Figure 1. The clock network (run 1).
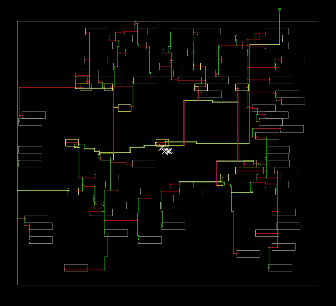
Figure 2. Zoomed window (run 1).
Region (81, 72) to (101, 92) um. Cells in gray, sequential cells in the stronger gray; small squares are vias.
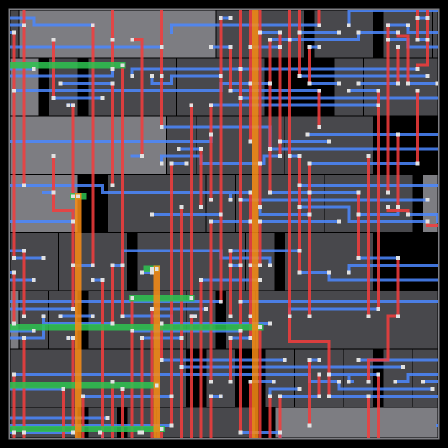
Figure 3. M2 wires (run 1).
Scale: 3 px per um. Cells faint in the background.
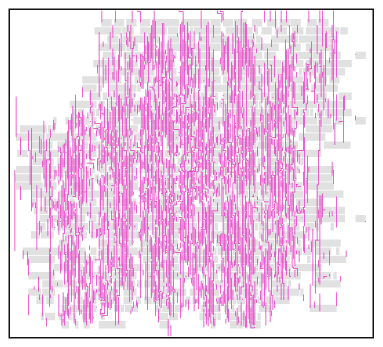
Figure 4. Port wiring (run 1).
Scale: 3 px per um.
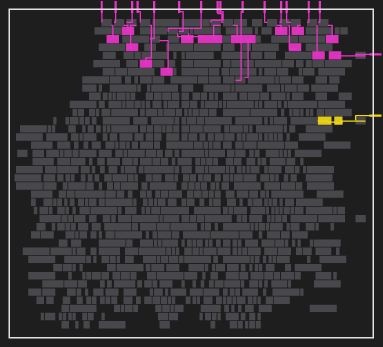
<file path="src/rtl/sd_modulator.sv">
// rtl/sd_modulator.sv - first/second order sigma-delta modulator with sample handshake
module sd_modulator #(
  parameter int  W     = 16,
  parameter int  Q     = 14,
  parameter real V     = 1.0,
  parameter int  DIV   = 4,
  parameter int  ORDER = 2
) (
  input  logic                clk,
  input  logic                reset,
  input  logic                en,
  input  logic signed [W-1:0] in,
  input  logic                in_valid,
  output logic                in_ready,
  output logic                out,
  output logic                out_strobe,
  output logic                overload,
  input  logic                clear
);

  localparam int VQ = $rtoi(V * (2.0 ** Q));
  localparam int CW = (DIV > 1) ? $clog2(DIV) : 1;
  localparam int IW = W + 4;
  localparam int SW = W + 5;

  // full-scale feedback and integrator limits, all at the wide sum width
  localparam logic signed [SW-1:0] VQ_S  = SW'(VQ);
  localparam logic signed [SW-1:0] IMAX  = {2'b00, {(W+3){1'b1}}};
  localparam logic signed [SW-1:0] IMIN  = -IMAX;

  logic [CW-1:0]        cnt;
  logic                 tick;
  logic                 accept;
  logic                 hold_full;
  logic signed [W-1:0]  hold_data;
  logic signed [W-1:0]  x;
  logic signed [IW-1:0] i1;
  logic signed [IW-1:0] i2;

  logic signed [W-1:0]  xsel;
  logic signed [SW-1:0] xs_e;
  logic signed [SW-1:0] xc;
  logic signed [SW-1:0] fb;
  logic signed [SW-1:0] i1_e;
  logic signed [SW-1:0] i2_e;
  logic signed [SW-1:0] s1;
  logic signed [SW-1:0] s2;
  logic signed [SW-1:0] i1n;
  logic signed [SW-1:0] i2n;
  logic                 clamp_hit;
  logic                 sat1;
  logic                 sat2;
  logic                 qbit;
  logic                 ovl_event;

  assign tick   = en && (cnt == CW'(DIV - 1));
  assign accept = in_valid && in_ready;

  // tick divider: counts only while enabled, parks at zero otherwise
  always_ff @(posedge clk or posedge reset) begin
    if (reset) begin
      cnt <= '0;
    end else if (!en || tick) begin
      cnt <= '0;
    end else begin
      cnt <= cnt + 1'b1;
    end
  end

  // holding register and working register handoff; in_ready mirrors an empty holding slot
  always_ff @(posedge clk or posedge reset) begin
    if (reset) begin
      hold_full <= 1'b0;
      hold_data <= '0;
      x         <= '0;
      in_ready  <= 1'b0;
    end else begin
      if (tick && hold_full) begin
        x <= hold_data;
      end
      if (accept) begin
        hold_data <= in;
      end
      hold_full <= (hold_full && !tick) || accept;
      in_ready  <= !((hold_full && !tick) || accept);
    end
  end

  // loop arithmetic for the current tick; a freshly handed-off sample is used on that same tick
  always_comb begin
    xsel      = hold_full ? hold_data : x;
    xs_e      = {{5{xsel[W-1]}}, xsel};
    xc        = xs_e;
    clamp_hit = 1'b0;
    if (xs_e > VQ_S) begin
      xc        = VQ_S;
      clamp_hit = 1'b1;
    end else if (xs_e < -VQ_S) begin
      xc        = -VQ_S;
      clamp_hit = 1'b1;
    end

    fb   = out ? VQ_S : -VQ_S;
    i1_e = {i1[IW-1], i1};
    i2_e = {i2[IW-1], i2};

    s1   = i1_e + xc - fb;
    i1n  = s1;
    sat1 = 1'b0;
    if (s1 > IMAX) begin
      i1n  = IMAX;
      sat1 = 1'b1;
    end else if (s1 < IMIN) begin
      i1n  = IMIN;
      sat1 = 1'b1;
    end

    s2   = i2_e + i1n - fb;
    i2n  = s2;
    sat2 = 1'b0;
    if (s2 > IMAX) begin
      i2n  = IMAX;
      sat2 = 1'b1;
    end else if (s2 < IMIN) begin
      i2n  = IMIN;
      sat2 = 1'b1;
    end

    // zero quantizes to 1
    qbit      = (ORDER == 2) ? !i2n[SW-1] : !i1n[SW-1];
    ovl_event = clamp_hit || sat1 || ((ORDER == 2) && sat2);
  end

  // integrators, output bit and strobe advance only on the tick clock
  always_ff @(posedge clk or posedge reset) begin
    if (reset) begin
      i1         <= '0;
      i2         <= '0;
      out        <= 1'b0;
      out_strobe <= 1'b0;
    end else begin
      out_strobe <= tick;
      if (tick) begin
        i1  <= i1n[IW-1:0];
        out <= qbit;
        if (ORDER == 2) begin
          i2 <= i2n[IW-1:0];
        end
      end
    end
  end

  // sticky overload; a set event on the same clock beats clear
  always_ff @(posedge clk or posedge reset) begin
    if (reset) begin
      overload <= 1'b0;
    end else if (tick && ovl_event) begin
      overload <= 1'b1;
    end else if (clear) begin
      overload <= 1'b0;
    end
  end

endmodule

</file>
<file path="config.mk">
export PLATFORM = sky130hd
export DESIGN_NAME = sd_modulator
export DESIGN_NICKNAME = d
export VERILOG_FILES = /design/src/rtl/sd_modulator.sv
export SDC_FILE = /design/constraint.sdc
export NUM_CORES = 1
export LEC_CHECK = 0
export ABC_CLOCK_PERIOD_IN_PS = 8100
export CORE_ASPECT_RATIO = 0.9
export CORE_MARGIN = 1
export CORE_UTILIZATION = 55
export CTS_BUF_LIST = sky130_fd_sc_hd__clkbuf_8
export CTS_CLUSTER_SIZE = 24
export DETAILED_ROUTE_END_ITERATION = 6
export PLACE_DENSITY = 0.81
export SYNTH_ARGS = -nofsm -noshare
export SYNTH_HDL_FRONTEND = slang
export SYNTH_SLANG_ARGS = --single-unit
</file>
<file path="constraint.sdc">
create_clock -name clk -period 8.1 [get_ports clk]
set_input_delay 1.215 -clock clk [delete_from_list [all_inputs] [get_ports clk]]
set_output_delay 1.215 -clock clk [all_outputs]
set_load 0.02 [all_outputs]
</file>
==> run_summary.xml, run 1 <==
<?xml version="1.0" encoding="UTF-8"?>
<metrics>
  <group name="cts">
    <metric name="clockRootBuffer" unit="">clkbuf_8</metric>
    <metric name="htree_num_levels" unit="">3</metric>
    <metric name="clk_pin_slew" unit="ps">100</metric>
    <metric name="tritoncts" unit="">built</metric>
    <metric name="cts-root-to-sink-buffers" unit="">2</metric>
    <metric name="hold_buffers" unit="">0</metric>
  </group>
  <group name="status">
    <metric name="violations" unit="">DRC, setup timing</metric>
    <metric name="run_status" unit="">complete, but fails checks</metric>
  </group>
  <group name="setup_path">
    <metric name="cp_slowest_cell" unit="">or4_4</metric>
    <metric name="worstSetupPathType" unit="">flop to flop</metric>
    <metric name="critPathCaptureType" unit="">flop</metric>
    <metric name="critPathMaxFanout" unit="">8</metric>
    <metric name="path_common_cell" unit="">ha_4</metric>
    <metric name="startpoint_type" unit="">flop</metric>
  </group>
  <group name="sta">
    <metric name="fin_hold_ws" unit="ps">459</metric>
    <metric name="postLayoutSetupSlackWorst" unit="ps">-79.8</metric>
    <metric name="fin_skew" unit="ps">19.3</metric>
    <metric name="finalMaxSlewViolations" unit="">0</metric>
    <metric name="setup_violations" unit="">14</metric>
    <metric name="worst-slew-pin-transition" unit="ps">1020</metric>
    <metric name="timing.final.crit_share" unit="%">101</metric>
  </group>
  <group name="layout">
    <metric name="filler_cells_inserted" unit="">860</metric>
    <metric name="drive_gt1_share" unit="%">23.5</metric>
    <metric name="postLayoutCoreUtil" unit="%">68.1</metric>
    <metric name="fin_area" unit="um2">8330</metric>
    <metric name="largest_registers" unit="">i1: 20 flops, i2: 20 flops</metric>
    <metric name="final_cell_count_no_fill" unit="">1000</metric>
    <metric name="syn_to_final_growth" unit="%">19.0</metric>
    <metric name="final_cell_mix" unit="">88 x inv_1, 78 x dfrtp_1, 58 x nand2_1</metric>
  </group>
  <group name="synthesis">
    <metric name="most_common_cell" unit="">inv_1</metric>
    <metric name="ys.warnings.count" unit="">0</metric>
    <metric name="ys_async_sr_fraction" unit="%">100</metric>
    <metric name="ys_seq_share" unit="%">28.3</metric>
    <metric name="synth_cells" unit="">796</metric>
    <metric name="ys.flop_type" unit="">dfrtp_1</metric>
    <metric name="synth-edff-count" unit="">0</metric>
    <metric name="yosysChipArea" unit="um2">6990</metric>
    <metric name="synth_flop_count" unit="">79</metric>
    <metric name="topCellsByArea" unit="">dfrtp_1 28%, ha_1 13%, mux2_2 8.1%, inv_1 5.0%, a21oi_1 4.3%</metric>
    <metric name="post_synth_instance_area" unit="um2">6990</metric>
    <metric name="yosysTopAreaCell" unit="">dfrtp_1</metric>
    <metric name="synth_area_per_cell" unit="um2">8.79</metric>
    <metric name="synth_cell_type_count" unit="">73</metric>
    <metric name="top_cells_by_count" unit="">93 x inv_1, 79 x dfrtp_1, 71 x ha_1, 67 x nand2_1, 60 x a21oi_1</metric>
  </group>
  <group name="floorplan">
    <metric name="core" unit="um2">12200</metric>
    <metric name="initial_utilization" unit="%">57.2</metric>
    <metric name="design.portCount" unit="">25</metric>
    <metric name="die_height" unit="um">109</metric>
    <metric name="rows" unit="">38</metric>
    <metric name="die_width" unit="um">121</metric>
  </group>
  <group name="run">
    <metric name="cap_viol_max_count" unit="">0</metric>
    <metric name="log.warning_count" unit="">27</metric>
  </group>
  <group name="place">
    <metric name="placed_cells_incl_taps" unit="">966</metric>
    <metric name="place_ws" unit="ps">-7.72</metric>
    <metric name="port_buffers" unit="">24</metric>
    <metric name="globalplace.congestion" unit="">0.965</metric>
  </group>
  <group name="grt">
    <metric name="wire_length_of_the_first_global_routing_pass" unit="um">28000</metric>
    <metric name="first_global_vias" unit="">5744</metric>
    <metric name="all_layer_global_routing_usage" unit="%">27.1</metric>
    <metric name="antenna_violations_before_repair" unit="">0</metric>
  </group>
  <group name="route">
    <metric name="routed_wirelength" unit="um">20600</metric>
    <metric name="ant_nets" unit="">0</metric>
    <metric name="detail_route.first_pass.iterations" unit="">7</metric>
    <metric name="drcViolationCount" unit="">15</metric>
  </group>
  <group name="hold_path">
    <metric name="hold_class" unit="">flop to flop</metric>
    <metric name="whs_path_depth" unit="">1</metric>
  </group>
</metrics>
Back to the opening pictures, Figure 1:
CTS buffer count: 9
flop count: 79
number of clock sinks: 79

Back to the opening pictures, Figure 2:
M1: drawn in blue. M3: drawn in green. M2: drawn in red. M4: drawn in orange.
Most frequent: inv_1 (9), mux2_2 (9), nand2_1 (7). Sequential cells in the window: 3. 39 logic cells have their middle in the window. Netlist names of flops here include x (2), i1 (1).

Back to the opening pictures, Figure 3:
The layer carries 9410 um of wire. The longest straight run is 35.5 um. The layer holds 46% of the routed length. The wires run mostly vertical. 843 nets have wire on it.

Back to the opening pictures, Figure 4:
in: drawn in magenta, bits 16, direction input, end cells 16, buffers 16, wire 253 um. en: drawn in yellow, bits 1, direction input, end cells 3, buffers 1, wire 24.9 um.

run 1: worst max-delay path: cells and delay by family, from the launching register on:
kind | cells | cell delay, ps
AOI/OAI and AO/OA | 14 | 3580
and+or+nand+nor | 9 | 1780
adders and majority gates | 5 | 1360
buffers and inverters | 5 | 730
DFF | 1 | 410
xor gates and xnor gates | 1 | 200
run 1: repair_timing:
item | in CTS | in global routing
setup buffers | 0 | 15
endpoints found under the setup margin | 14 | 22
pin swaps | 0 | 34
gates cloned | 0 | 3
resized | 3 | 104
run 1: worst paths after layout:
path | end | slack (ps) | from
worst max-delay path | overload | -80 | x[9]
worst min-delay path | cnt[0] | 460 | cnt[0]
worst max register to register | overload | -80 | x[9]
worst min register to register | cnt[0] | 460 | cnt[0]
max in group asynchronous | hold_full | 5900 | reset
min in group asynchronous | hold_data[2] | 1480 | reset
run 1: final cells by class:
cell class	count	area, um2	share of cell area (%)
well taps	160	200	2.40
clock buffers	9	124	1.49
multi-input cells	592	5020	60.3
clock inverters	7	86.3	1.04
repair buffers	59	562	6.75
inverters	94	354	4.25
flip-flops and latches	79	1980	23.8
run 1: per-layer routing:
layer  track usage (%)  wire, um  vias up
li1                  -         -     2900
met5                 0         0        -
met4              9.08      1030        0
met1              38.6      8150     3143
met2              42.2      9410      445
met3              4.03      2010      124
run 1: kinds of logic (layout without fill, tap and decap cells):
logic type	count (synthesis)	count (layout)	synth area share [%]
compound gates	208	208	20.5
xor+xnor	30	30	3.86
fa+ha+maj	83	83	15.8
buf+inv	125	169	7.12
flops	79	79	28.3
mux	54	54	8.62
simple gates	217	217	15.8
Figure 5. Signal wires by layer (run 1).
Scale: 4 px per um. Two of the layers only.
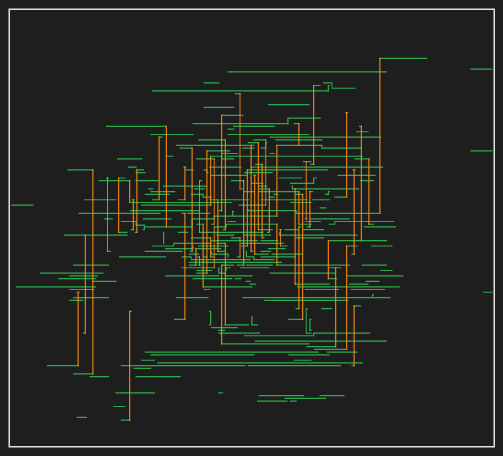

--- run 2 (diff from run 1) ---
--- a/config.mk
+++ b/config.mk
@@ -5,6 +5,7 @@
 export SDC_FILE = /design/constraint.sdc
 export NUM_CORES = 1
 export LEC_CHECK = 0
+export ABC_AREA = 1
 export ABC_CLOCK_PERIOD_IN_PS = 8100
 export CORE_ASPECT_RATIO = 0.9
 export CORE_MARGIN = 1
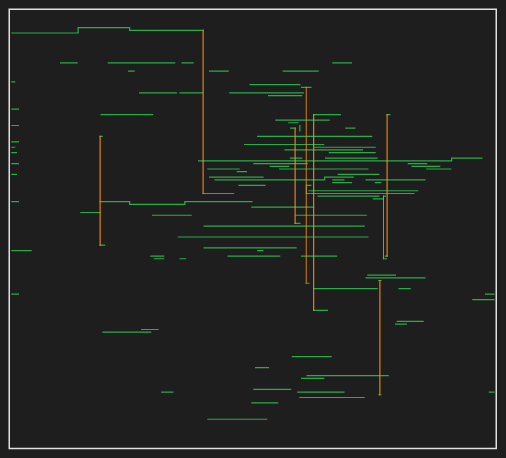
Figure 6: run 2, signal wires by layer.
Scale: 4 px per um. Two of the layers only.
M4: drawn in orange, wire length 269 um. M3: drawn in green, wire length 1040 um.
final routed wire length divided by cell count: 13.4 um
wirelength, routed: 16900 um

==> run 2 against run 1 <==
Compared with the run above:
- the run now ends clean
- cell area decreased by 6.2%
- worst setup slack improved by 620 ps
- register-to-register slack improved by 620 ps
- critical path type unchanged
- largest cell class unchanged
==> run_summary.xml, run 2 <==
<?xml version="1.0" encoding="UTF-8"?>
<metrics>
  <group name="synthesis">
    <metric name="post_synth_instance_area" unit="um2">7060</metric>
    <metric name="synth_cell_type_count" unit="">36</metric>
    <metric name="synth-edff-count" unit="">0</metric>
    <metric name="topCellsByArea" unit="">dfrtp_1 28%, nand2_1 18%, ha_1 13%, inv_1 11%, nor2_1 5.0%</metric>
    <metric name="synth_compound_gate_area_share" unit="%">10.0</metric>
    <metric name="ys_async_sr_fraction" unit="%">100</metric>
    <metric name="yosys-dominant-comb-family" unit="">simple AND/OR/NAND/NOR gates</metric>
    <metric name="synth_area_per_cell" unit="um2">6.61</metric>
    <metric name="ys_seq_share" unit="%">28.0</metric>
    <metric name="most_common_cell" unit="">nand2_1</metric>
    <metric name="synth.cellmix.xorXnorShare" unit="%">3.35</metric>
    <metric name="yosysChipArea" unit="um2">7060</metric>
    <metric name="synth.cellmix.adderShare" unit="%">15.4</metric>
    <metric name="synthMuxAreaShare" unit="%">0.319</metric>
    <metric name="synth_flop_count" unit="">79</metric>
    <metric name="ys.flop_type" unit="">dfrtp_1</metric>
    <metric name="synth_cells" unit="">1067</metric>
    <metric name="top_cells_by_count" unit="">333 x nand2_1, 210 x inv_1, 94 x nor2_1, 79 x dfrtp_1, 71 x ha_1</metric>
    <metric name="yosysTopAreaCell" unit="">dfrtp_1</metric>
    <metric name="ys.warnings.count" unit="">0</metric>
    <metric name="simple_gate_share" unit="%">29.9</metric>
  </group>
  <group name="setup_path">
    <metric name="startpoint_type" unit="">flop</metric>
    <metric name="critPathCaptureType" unit="">flop</metric>
    <metric name="critPathMaxFanout" unit="">9</metric>
    <metric name="path_common_cell" unit="">nand2_1</metric>
    <metric name="cp_slowest_cell" unit="">dfrtp_2</metric>
    <metric name="max_stage_delay" unit="ps">480</metric>
    <metric name="worstSetupPathType" unit="">flop to flop</metric>
  </group>
  <group name="hold_path">
    <metric name="whs_path_depth" unit="">1</metric>
    <metric name="hold_class" unit="">flop to flop</metric>
  </group>
  <group name="place">
    <metric name="place_ws" unit="ps">167</metric>
    <metric name="placed_cells_incl_taps" unit="">1241</metric>
    <metric name="globalplace.congestion" unit="">1.04</metric>
    <metric name="port_buffers" unit="">24</metric>
    <metric name="dpl_wire_length" unit="um">13300</metric>
  </group>
  <group name="cts">
    <metric name="clockRootBuffer" unit="">clkbuf_8</metric>
    <metric name="hold_buffers" unit="">0</metric>
    <metric name="tritoncts" unit="">built</metric>
    <metric name="htree_num_levels" unit="">3</metric>
    <metric name="number_of_clock_sinks" unit="">79</metric>
    <metric name="cts-root-to-sink-buffers" unit="">2</metric>
    <metric name="clk_pin_slew" unit="ps">90</metric>
    <metric name="cts_inserted_buffers" unit="">9</metric>
  </group>
  <group name="sta">
    <metric name="finalMaxSlewViolations" unit="">0</metric>
    <metric name="timing.final.crit_share" unit="%">93.3</metric>
    <metric name="postLayoutSetupSlackWorst" unit="ps">540</metric>
    <metric name="setup_violations" unit="">0</metric>
    <metric name="worst-slew-pin-transition" unit="ps">983</metric>
    <metric name="fin_skew" unit="ps">8.58</metric>
    <metric name="worst_slew_margin_rel" unit="%">34.4</metric>
    <metric name="fin_hold_ws" unit="ps">443</metric>
  </group>
  <group name="layout">
    <metric name="postLayoutCoreUtil" unit="%">63.6</metric>
    <metric name="final_cell_mix" unit="">332 x nand2_1, 207 x inv_1, 92 x nor2_1</metric>
    <metric name="syn_to_final_growth" unit="%">10.7</metric>
    <metric name="antenna-diode-count" unit="">0</metric>
    <metric name="drive_gt1_share" unit="%">6.53</metric>
    <metric name="fin_area" unit="um2">7810</metric>
    <metric name="largest_registers" unit="">i1: 20 flops, i2: 20 flops</metric>
    <metric name="final_cell_count_no_fill" unit="">1263</metric>
    <metric name="filler_cells_inserted" unit="">1106</metric>
  </group>
  <group name="route">
    <metric name="wl_met3" unit="um">1040</metric>
    <metric name="dr.max_layer_used" unit="">met4</metric>
    <metric name="wirelength_met1" unit="um">8520</metric>
    <metric name="detail_route.first_pass.iterations" unit="">5</metric>
    <metric name="ant_nets" unit="">0</metric>
    <metric name="route.vias.total" unit="">6522</metric>
    <metric name="met2WireLength" unit="um">7080</metric>
    <metric name="drcViolationCount" unit="">0</metric>
  </group>
  <group name="floorplan">
    <metric name="initial_utilization" unit="%">57.5</metric>
    <metric name="chip_area" unit="um2">13300</metric>
    <metric name="design.portCount" unit="">25</metric>
    <metric name="die_height" unit="um">109</metric>
    <metric name="die_width" unit="um">121</metric>
    <metric name="rows" unit="">38</metric>
    <metric name="core" unit="um2">12300</metric>
  </group>
  <group name="grt">
    <metric name="first_global_vias" unit="">5705</metric>
    <metric name="antenna_violations_before_repair" unit="">0</metric>
    <metric name="grtUsageMet3" unit="%">4.41</metric>
    <metric name="global_route.usage.met1" unit="%">39.1</metric>
    <metric name="wire_length_of_the_first_global_routing_pass" unit="um">27000</metric>
    <metric name="globalRoute.busiestLayer" unit="">met1</metric>
    <metric name="all_layer_global_routing_usage" unit="%">26.2</metric>
    <metric name="met2_usage" unit="%">38.8</metric>
  </group>
  <group name="run">
    <metric name="cap_viol_max_count" unit="">0</metric>
    <metric name="log.warning_count" unit="">27</metric>
  </group>
  <group name="status">
    <metric name="run_status" unit="">finished clean</metric>
  </group>
</metrics>
==> run 2: cell types whose count changed in the layout (fill, tap and decap cells not counted), moves of 9 or more <==
| cell | previous run | this run |
|---|---|---|
| a21oi_1 | 53 | 65 |
| ha_1 | 52 | 70 |
| mux2_2 | 50 | 2 |
| nand2b_1 | 10 | 0 |
| a2bb2oi_2 | 9 | 0 |
| nor2_1 | 43 | 92 |
| a21o_1 | 19 | 4 |
| nand3_1 | 16 | 29 |
| ha_4 | 14 | 0 |
| and2_1 | 10 | 0 |
| inv_1 | 88 | 207 |
| buf_4 | 29 | 17 |
| nand2_1 | 58 | 332 |
==> run 2: cell type report <==
cell class | instances | area [um2] | area share, %
Multi-Input combinational cell | 754 | 4260 | 54.6
Sequential cell | 79 | 1980 | 25.3
Inverter | 211 | 800 | 10.2
Timing Repair Buffer | 42 | 380 | 4.87
Tap cell | 160 | 200 | 2.56
Clock buffer | 9 | 124 | 1.59
Clock inverter | 7 | 61.3 | 0.785
Timing Repair inverter | 1 | 5.00 | 0.0641
==> run 2: final timing paths <==
kind                            from         to  slack (ps)
max                        hold_full      i2[7]         540
min                           cnt[0]     cnt[0]         440
max reg2reg                hold_full      i2[7]         540
min reg2reg                   cnt[0]     cnt[0]         440
max in group asynchronous      reset  hold_full        5960
min in group asynchronous      reset     cnt[0]        1470
==> run 2: critical path: cells and delay by family (launching register included) <==
family / cells / cell delay (ps)
AND/OR/NAND/NOR: 28 / 3490
adder cells (fa/ha/maj): 5 / 1530
AND-OR/OR-AND: 4 / 820
flip-flops: 1 / 480
buffers and inverters: 8 / 950
XOR/XNOR: 1 / 210
==> run 2: repair_timing <==
action / CTS / global route
gates resized: 0 / 26
endpoints found under the hold margin: 0 / 0
setup endpoints to repair: 0 / 22
buffers inserted: 0 / 4
--- run 3 (diff from run 2) ---
--- a/config.mk
+++ b/config.mk
@@ -6,7 +6,6 @@
 export NUM_CORES = 1
 export LEC_CHECK = 0
 export ABC_AREA = 1
-export ABC_CLOCK_PERIOD_IN_PS = 8100
 export CORE_ASPECT_RATIO = 0.9
 export CORE_MARGIN = 1
 export CORE_UTILIZATION = 55
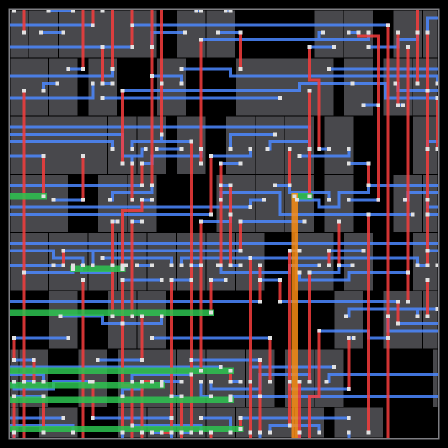
Figure 7: run 3, zoomed window.
Region (81, 72) to (101, 92) um. Cells in gray, sequential cells in the stronger gray; small squares are vias.
M4: drawn in orange. M2: drawn in red. M3: drawn in green. M1: drawn in blue.
Sequential cells in the window: 0. 66 logic cells have their middle in the window. Most frequent: nand2_1 (28), inv_1 (20).

==> run 3 against run 2 <==
Compared with the run above:
- register-to-register slack about the same
- clock skew unchanged
- synthesized cell count unchanged
- worst hold slack unchanged
- synthesized area unchanged
- core utilization unchanged
- worst setup slack unchanged
- die area unchanged
- critical endpoint unchanged
- non-clock buffer count unchanged
==> run_summary.xml, run 3 <==
<?xml version="1.0" encoding="UTF-8"?>
<metrics>
  <group name="synthesis">
    <metric name="yosysTopAreaCell" unit="">dfrtp_1</metric>
    <metric name="synth_largest_type_area_fraction" unit="%">28.0</metric>
    <metric name="synth_area_per_cell" unit="um2">6.61</metric>
    <metric name="fp_nets" unit="">1169</metric>
    <metric name="yosysChipArea" unit="um2">7060</metric>
    <metric name="ys_seq_share" unit="%">28.0</metric>
    <metric name="synth_cells" unit="">1067</metric>
    <metric name="synth_cell_type_count" unit="">36</metric>
    <metric name="post_synth_instance_area" unit="um2">7060</metric>
    <metric name="synth-edff-count" unit="">0</metric>
    <metric name="topCellsByArea" unit="">dfrtp_1 28%, nand2_1 18%, ha_1 13%, inv_1 11%, nor2_1 5.0%</metric>
    <metric name="ys.flop_type" unit="">dfrtp_1</metric>
    <metric name="synth-cells-yosys" unit="">1067</metric>
    <metric name="top_cells_by_count" unit="">333 x nand2_1, 210 x inv_1, 94 x nor2_1, 79 x dfrtp_1, 71 x ha_1</metric>
    <metric name="most_common_cell" unit="">nand2_1</metric>
    <metric name="ys_async_sr_fraction" unit="%">100</metric>
    <metric name="ys.warnings.count" unit="">0</metric>
    <metric name="synth_flop_count" unit="">79</metric>
  </group>
  <group name="hold_path">
    <metric name="hold_class" unit="">flop to flop</metric>
    <metric name="hold_path_end" unit="">cnt[0]</metric>
    <metric name="whs_path_depth" unit="">1</metric>
    <metric name="hp-start" unit="">cnt[0]</metric>
  </group>
  <group name="sta">
    <metric name="hold_viol_final" unit="">0</metric>
    <metric name="timing.final.crit_share" unit="%">93.3</metric>
    <metric name="max_clock_freq" unit="MHz">132</metric>
    <metric name="fin_skew" unit="ps">8.58</metric>
    <metric name="period_minus_slack" unit="ps">7560</metric>
    <metric name="fin_tns_setup" unit="ps">0</metric>
    <metric name="setup_violations" unit="">0</metric>
    <metric name="worst_slew_margin_rel" unit="%">34.4</metric>
    <metric name="finalMaxSlewViolations" unit="">0</metric>
    <metric name="worst-slew-pin-transition" unit="ps">983</metric>
  </group>
  <group name="setup_path">
    <metric name="critPathMaxFanout" unit="">9</metric>
    <metric name="rrSetupSlack" unit="ps">540</metric>
    <metric name="max_stage_delay" unit="ps">480</metric>
    <metric name="worstSetupPathType" unit="">flop to flop</metric>
    <metric name="cp_slowest_cell" unit="">dfrtp_2</metric>
    <metric name="path_common_cell" unit="">nand2_1</metric>
    <metric name="r2r-end" unit="">i2[7]</metric>
    <metric name="startpoint_type" unit="">flop</metric>
    <metric name="critPathCaptureType" unit="">flop</metric>
    <metric name="crit_end" unit="">i2[7]</metric>
    <metric name="worst_setup_path_startpoint" unit="">hold_full</metric>
    <metric name="worstPathArrival" unit="ps">7860</metric>
    <metric name="r2r-start" unit="">hold_full</metric>
    <metric name="worst_ep_required_time" unit="ps">8400</metric>
    <metric name="r2r.worst_path.cells" unit="">46</metric>
  </group>
  <group name="cts">
    <metric name="cts_inserted_buffers" unit="">9</metric>
    <metric name="clk_pin_slew" unit="ps">90</metric>
    <metric name="htree_num_levels" unit="">3</metric>
    <metric name="hold_buffers" unit="">0</metric>
    <metric name="clock_insertion_delay_worst_skew" unit="ps">370</metric>
    <metric name="number_of_clock_sinks" unit="">79</metric>
    <metric name="clockRootBuffer" unit="">clkbuf_8</metric>
    <metric name="cts-root-to-sink-buffers" unit="">2</metric>
    <metric name="tritoncts" unit="">built</metric>
  </group>
  <group name="layout">
    <metric name="postLayoutCoreUtil" unit="%">63.6</metric>
    <metric name="syn_to_final_growth" unit="%">10.7</metric>
    <metric name="layout_top_cell_excl_fill_tap" unit="">nand2_1</metric>
    <metric name="final_cell_mix" unit="">332 x nand2_1, 207 x inv_1, 92 x nor2_1</metric>
    <metric name="largest_registers" unit="">i1: 20 flops, i2: 20 flops</metric>
    <metric name="antenna-diode-count" unit="">0</metric>
    <metric name="drive_gt1_share" unit="%">6.53</metric>
    <metric name="final_net_count" unit="">1200</metric>
  </group>
  <group name="run">
    <metric name="cap_viol_max_count" unit="">0</metric>
    <metric name="log.warning_count" unit="">27</metric>
  </group>
  <group name="floorplan">
    <metric name="core" unit="um2">12300</metric>
    <metric name="die_height" unit="um">109</metric>
    <metric name="design.portCount" unit="">25</metric>
    <metric name="die_width" unit="um">121</metric>
    <metric name="rows" unit="">38</metric>
    <metric name="chip_area" unit="um2">13300</metric>
    <metric name="initial_utilization" unit="%">57.5</metric>
  </group>
  <group name="place">
    <metric name="globalplace.congestion" unit="">1.04</metric>
    <metric name="dpl_wire_length" unit="um">13300</metric>
    <metric name="port_buffers" unit="">24</metric>
  </group>
  <group name="grt">
    <metric name="grt_overflow_total" unit="">0</metric>
    <metric name="all_layer_global_routing_usage" unit="%">26.2</metric>
    <metric name="antenna_violations_before_repair" unit="">0</metric>
    <metric name="first_global_vias" unit="">5705</metric>
    <metric name="wire_length_of_the_first_global_routing_pass" unit="um">27000</metric>
    <metric name="maximum_number_of_pins_on_one_net_before_global_route_repair" unit="">80</metric>
  </group>
  <group name="route">
    <metric name="detailed_router_s_first_iteration_violation_count" unit="">522</metric>
    <metric name="ant_nets" unit="">0</metric>
    <metric name="avgViaCountPerCell" unit="">5.16</metric>
    <metric name="route.vias.total" unit="">6522</metric>
    <metric name="detail_route.first_pass.iterations" unit="">5</metric>
    <metric name="routed_wirelength" unit="um">16900</metric>
    <metric name="routed_wire_length_per_instance" unit="um">13.4</metric>
    <metric name="drcViolationCount" unit="">0</metric>
  </group>
  <group name="status">
    <metric name="run_status" unit="">finished clean</metric>
  </group>
</metrics>
[run 3: logic make-up after synthesis]
family / Yosys count / synth area share [%]
adder cells (fa/ha/maj): 81 / 15.4
AND-OR/OR-AND: 133 / 10.0
multiplexers: 2 / 0.319
AND/OR/NAND/NOR: 510 / 29.9
flip-flops: 79 / 28.0
buffers and inverters: 235 / 13.0
XOR/XNOR: 27 / 3.35
[run 3: worst max-delay path, delay by kind of cell (launching register included)]
kind	cells	cell delay [ps]
flip-flops	1	480
AND/OR/NAND/NOR	28	3490
AND-OR/OR-AND	4	820
adder cells (fa/ha/maj)	5	1530
XOR/XNOR	1	210
buffers and inverters	8	950
[run 3: what timing repair did]
| item | 4_1_cts | 5_1_grt |
|---|---|---|
| gates resized | 0 | 26 |
| setup buffers | 0 | 4 |
| setup endpoints to repair | 0 | 22 |
[run 3: final cells by class]
type,instances,area (um2)
fill,1106,4460
multi-input combinational,754,4260
sequential,79,1980
inverter,211,800
timing repair buffer,42,380
tap,160,200
clock buffer,9,124
clock inverter,7,61.3
timing repair inverter,1,5.00
[run 3: through the flow]
step / hold slack, ps / std cells / cell area [um2] / setup slack (ps)
floorplan: 413 / 1067 / 7060 / 1570
global placement: 426 / 1241 / 7480 / 241
detailed placement: 433 / 1241 / 7480 / 167
CTS: 445 / 1257 / 7660 / 101
global route: 462 / 1263 / 7810 / -102
finish: 443 / 1263 / 7810 / 540
[run 3: per-layer routing]
layer  wire length [um]  GRT usage (%)
met1               8520           39.1
met2               7080           38.8
met3               1040           4.41
met4                269           7.14
met5                  0              0
